Fig. 1: run 1, zoomed window
The bar under the picture is 5 um long. Region (48, 86) to (68, 106) um. Cells in grey, sequential cells in the stronger grey; small squares are vias.
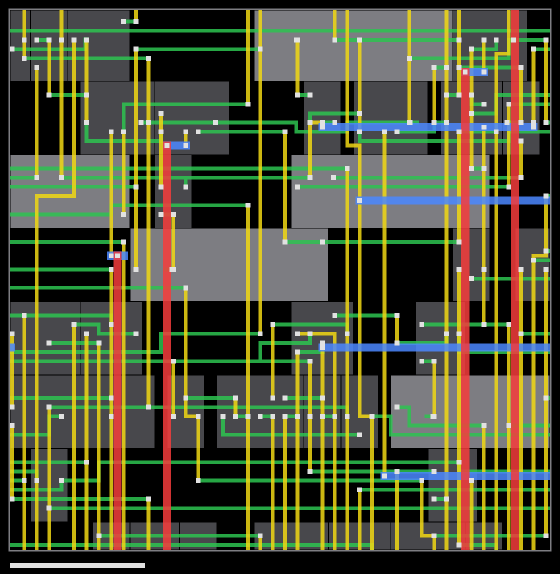
Fig. 2: run 1, routing congestion map
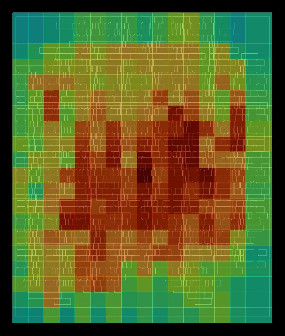
Fig. 3: run 1, logic cells by family
The bar under the picture is 20 um long.
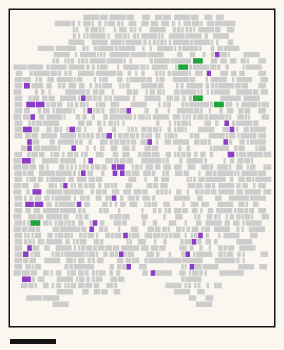
Design fitof_pipe_flat, sky130hd; sources not shown.
==> out/results.md <==
| Stage | Metric | This run |
|---|---|---|
| grt | First-pass GRT wire length | 36.4 mm |
| setup path | Slowest stage delay, CP | 560 ps |
| clock network | Clk latency late pin | 420 ps |
| synth | Main area contributors | sky130_fd_sc_hd__dfxtp_1 (31%), sky130_fd_sc_hd__nand2_1 (6.2%), sky130_fd_sc_hd__mux2i_1 (5.2%) |
| layout | Fraction of final layout cells sized beyond drive strength 1 | 7.78% |
| clock network | Number of levels in the clock H-tree | 4 |
| final timing | Final count of hold timing violations | 0 |
| grt | Number of antenna violations at the first check in global routing | 0 |
| synth | Post-Synthesis Mean Instance Area | 7.59 um2 |
| clock network | Total number of clock tree sinks | 123 |
| routing | Total Wirelength | 22.5 mm |
| placement | Final weighted congestion in routability-driven placement | 1.02 |
| synth | Primary FF master, synth | sky130_fd_sc_hd__dfxtp_1 |
| floorplanning | Floorplan-stage core utilization | 52.2% |
| clock network | Gates resized, CTS repair | 0 |
| floorplanning | Die ar. | 0.0159 mm2 |
| routing | DRC violations left | 0 |
| power | Part of the total power dissipated in combinational logic | 29.9% |
| power | Net switching power | 0.00133 W |
| setup path | Reg2Reg Setup Slack | 720 ps |
| synth | Flip-flop and latch count after synthesis | 123 |
| setup path | Arrival time at the worst endpoint | 3980 ps |
| power | Worst supply voltage drop on vdd | 266 uV |
| synth | Yosys stat cell total | 1033 |
| clock network | Number of CTS-inserted buffers | 17 |
| final timing | Final count of negative-setup-slack endpoints | 0 |
| run | Number of logged tool warnings | 26 |
| synth | Seq share, synth | 31.4% |
| synth | Post-synth EDFFs | 0 |
| routing | Initial DRC count | 668 |
| clock network | Setup fix buffers added after clock tree synthesis | 0 |
| layout | Area added between synthesis and finish | 18.4% |
| setup path | Series of cell instances along the critical path | clkdlybuf4s50_1 > or4_4 > or3_4 > or3_4 > or3_4 > or4_4 > o41ai_2 > xor2_1 > a21oi_1 |
| clock network | Clock tree root driver cell | sky130_fd_sc_hd__clkbuf_16 |
| synth | Most frequent cells after synthesis | sky130_fd_sc_hd__nand2_1 (130), sky130_fd_sc_hd__dfxtp_1 (123), sky130_fd_sc_hd__nor2_1 (107), sky130_fd_sc_hd__clkbuf_1 (73) |
| synth | Synth top area share | 31.4% |
| synth | Synthesized instance count | 1033 |
| setup path | Most common cell type on the critical path | sky130_fd_sc_hd__or3_4 |
| routing | Number of optimization iterations in the first detailed-route pass | 6 |
| clock network | Clk slew on worst S/H paths | 60 ps |
| setup path | Data required, critical path | 4660 ps |
| clock network | Clock tree from TritonCTS | yes |
| floorplanning | Top-level port count | 81 |
| layout | Total of fill cells in the finished design | 1298 |
| synth | Post-synth area from yosys stat | 0.00784 mm2 |
| power | Clk pwr share | 34.0% |
| final timing | Share of the clock period used by the worst path after layout | 84.8% |
| setup path | CP Depth | 9 |
| placement | Placed wire-length estimate after detailed placement | 16.4 mm |
| setup path | Combined buffer and inverter count along the critical path | 1 |
| final timing | Worst slew margin relative to its limit | 32.6% |
| final timing | Upper clock frequency limit | 264 MHz |
| power | Share of total power consumed by net switching | 35.3% |
| synth | Cell variety after synth | 68 |
| setup path | Path type of the worst setup path | in -> reg |
| setup path | Crit-path max FO | 5 |
| final timing | Transition time at the pin with the least slew margin | 1010 ps |
| floorplanning | Die height | 138 um |
| routing | WL per Instance | 17.5 um |
| final timing | Setup repair after global routing missed its margin | false |
| floorplanning | Floorplan Core Area | 0.0150 mm2 |
| synth | Top cell type by instance count after synthesis | sky130_fd_sc_hd__nand2_1 |
| final timing | Clock period minus worst slack | 3790 ps |
| synth | Synth warn | 0 |
| routing | Count of antenna-violating nets left after detailed routing | 0 |
| layout | Final-stage net count | 1114 |
| power | Power share of the sequential group | 36.1% |
| final timing | Sum Neg Setup Slack | 0 ps |
| grt | Maximum number of pins on one net before global-route repair | 78 |
| synth | Cell type with the largest total area after synthesis | sky130_fd_sc_hd__dfxtp_1 |
| power | Cell Int Power | 0.00243 W |
| placement | Count of buffers from port buffering | 80 |
| final timing | Max-slew violation total from the final report | 0 |
| synth | Post-synthesis instance area | 0.00784 mm2 |
| status | Outcome | complete, no violations |
| clock network | Buffers from clock root to sink, at most | 2 |
| grt | Remaining Overflow, GRT | 0 |
| routing | Mean number of vias per cell | 6.19 |
| power | Leak Pwr | 3.47 nW |
| power | Power density over the cells | 405 mW/mm2 |
| synth | Share of async-settable or async-resettable flops after synthesis | 0% |
| placement | DP Cell Count | 1253 |
| clock network | Hold buffer count at CTS | 0 |
| setup path | Family with the most delay on the worst path | simple AND/OR/NAND/NOR gates |
| setup path | Capturing element type of the critical path | register |
| floorplanning | Row count | 49 |
| routing | Total vias in the final route | 7939 |
| synth | Net count entering floorplan | 1079 |
| floorplanning | Die width | 115 um |
| setup path | Library cell contributing the largest single delay on the critical path | sky130_fd_sc_hd__or4_4 |
## Picture notes: Fig. 1
legend:
  met2:
    colour: yellow
  met4:
    colour: red
  met1:
    colour: green
  met3:
    colour: blue
most frequent: nor2_1 (6), nand2_1 (5), dfxtp_1 (5)
sequential cells in the window: 5
cells with their middle in the window: 29

## Picture notes: Fig. 2
global routing's busiest layer: met2
met2 usage in global routing: 48.8%

## Picture notes: Fig. 3
legend:
  AND and OR gates:
    colour: purple
    cells: 46
  adder and majority cells:
    colour: green
    cells: 5
commonest non-fill, non-tap cell in the layout: sky130_fd_sc_hd__nand2_1
multi-input logic portion of the cell area: 53.4%
Final Non-Filler Cells: 1283

## run 1: logic make-up after synthesis
family	count (synthesis)	synth area share (%)
compound gates	315	27.4
xor+xnor	54	6.04
fa+ha+maj	5	0.798
buf+inv	110	5.44
flops	123	31.4
mux	43	5.67
simple gates	383	23.2
## run 1: layout by cell type, fill, tap and decap left out, types with 13 or more instances in the layout
master,n
sky130_fd_sc_hd__a21oi_1,64
sky130_fd_sc_hd__mux2i_1,41
sky130_fd_sc_hd__o31ai_1,15
sky130_fd_sc_hd__clkbuf_16,17
sky130_fd_sc_hd__nand2_1,130
sky130_fd_sc_hd__o211ai_1,14
sky130_fd_sc_hd__clkdlybuf4s50_1,79
sky130_fd_sc_hd__xnor2_1,20
sky130_fd_sc_hd__dfxtp_1,123
sky130_fd_sc_hd__nand4_1,14
sky130_fd_sc_hd__inv_1,18
sky130_fd_sc_hd__nand3_1,36
sky130_fd_sc_hd__buf_4,26
sky130_fd_sc_hd__o21ai_0,64
sky130_fd_sc_hd__a211oi_1,41
sky130_fd_sc_hd__a22oi_1,29
sky130_fd_sc_hd__nor4_1,13
sky130_fd_sc_hd__nor3_1,15
sky130_fd_sc_hd__nor2_1,107
sky130_fd_sc_hd__and3_1,16
sky130_fd_sc_hd__a221oi_1,23
sky130_fd_sc_hd__xor2_1,34
## run 1: routing by layer
metal / GRT usage (%) / up-vias / part of all wire [%] / wire [um]
li1: - / 3885 / - / -
met1: 34.7 / 3621 / 41 / 9150
met2: 48.8 / 353 / 47 / 10700
met3: 5.98 / 80 / 6.5 / 1470
met4: 17.7 / 0 / 5.3 / 1190
met5: 0 / - / 0 / 0
## run 1: through the flow
| step | hold WS (ps) | setup slack (ps) | total power, W | cell area [um2] | util (%) |
|---|---|---|---|---|---|
| after detailed placement | 343 | 237 | 0.00247 | 8740 | 58.2 |
| after global placement | 337 | 282 | 0.00245 | 8740 | 58.2 |
| after floorplan | 332 | 857 | 0.00210 | 7840 | - |
| final | 348 | 679 | 0.00376 | 9280 | 61.8 |
| after CTS | 351 | 686 | 0.00375 | 9280 | 61.8 |
| after global routing | 368 | 389 | 0.00394 | 9280 | 61.8 |
## run 1: area by class of cell
| cell class | instances | area (um2) | area share, % |
|---|---|---|---|
| Clock inverter | 11 | 97.6 | 1.05 |
| Timing Repair Buffer | 106 | 991 | 10.7 |
| Clock buffer | 19 | 443 | 4.77 |
| Inverter | 20 | 75.1 | 0.809 |
| Tap cell | 204 | 255 | 2.75 |
| Multi-Input combinational cell | 800 | 4950 | 53.4 |
| Sequential cell | 123 | 2460 | 26.5 |
## run 1: power by group through the flow
| stage | sequential [W] | clock (W) | combinational (W) |
|---|---|---|---|
| after floorplan | 0.00132 | 0 | 0.000780 |
| after global placement | 0.00137 | 0 | 0.00108 |
| after detailed placement | 0.00138 | 0 | 0.00110 |
| after CTS | 0.00135 | 0.00129 | 0.00110 |
| after global routing | 0.00137 | 0.00135 | 0.00122 |
| final | 0.00136 | 0.00128 | 0.00113 |
## run 1: worst register-to-register path: cells and delay by family, from the launching register on
kind	cells	cell delay (ps)
compound gates	4	1400
buf+inv	1	190
flops	1	440
mux	2	840
simple gates	2	680
No activity file was given, so power comes from the tool's default toggle rates.
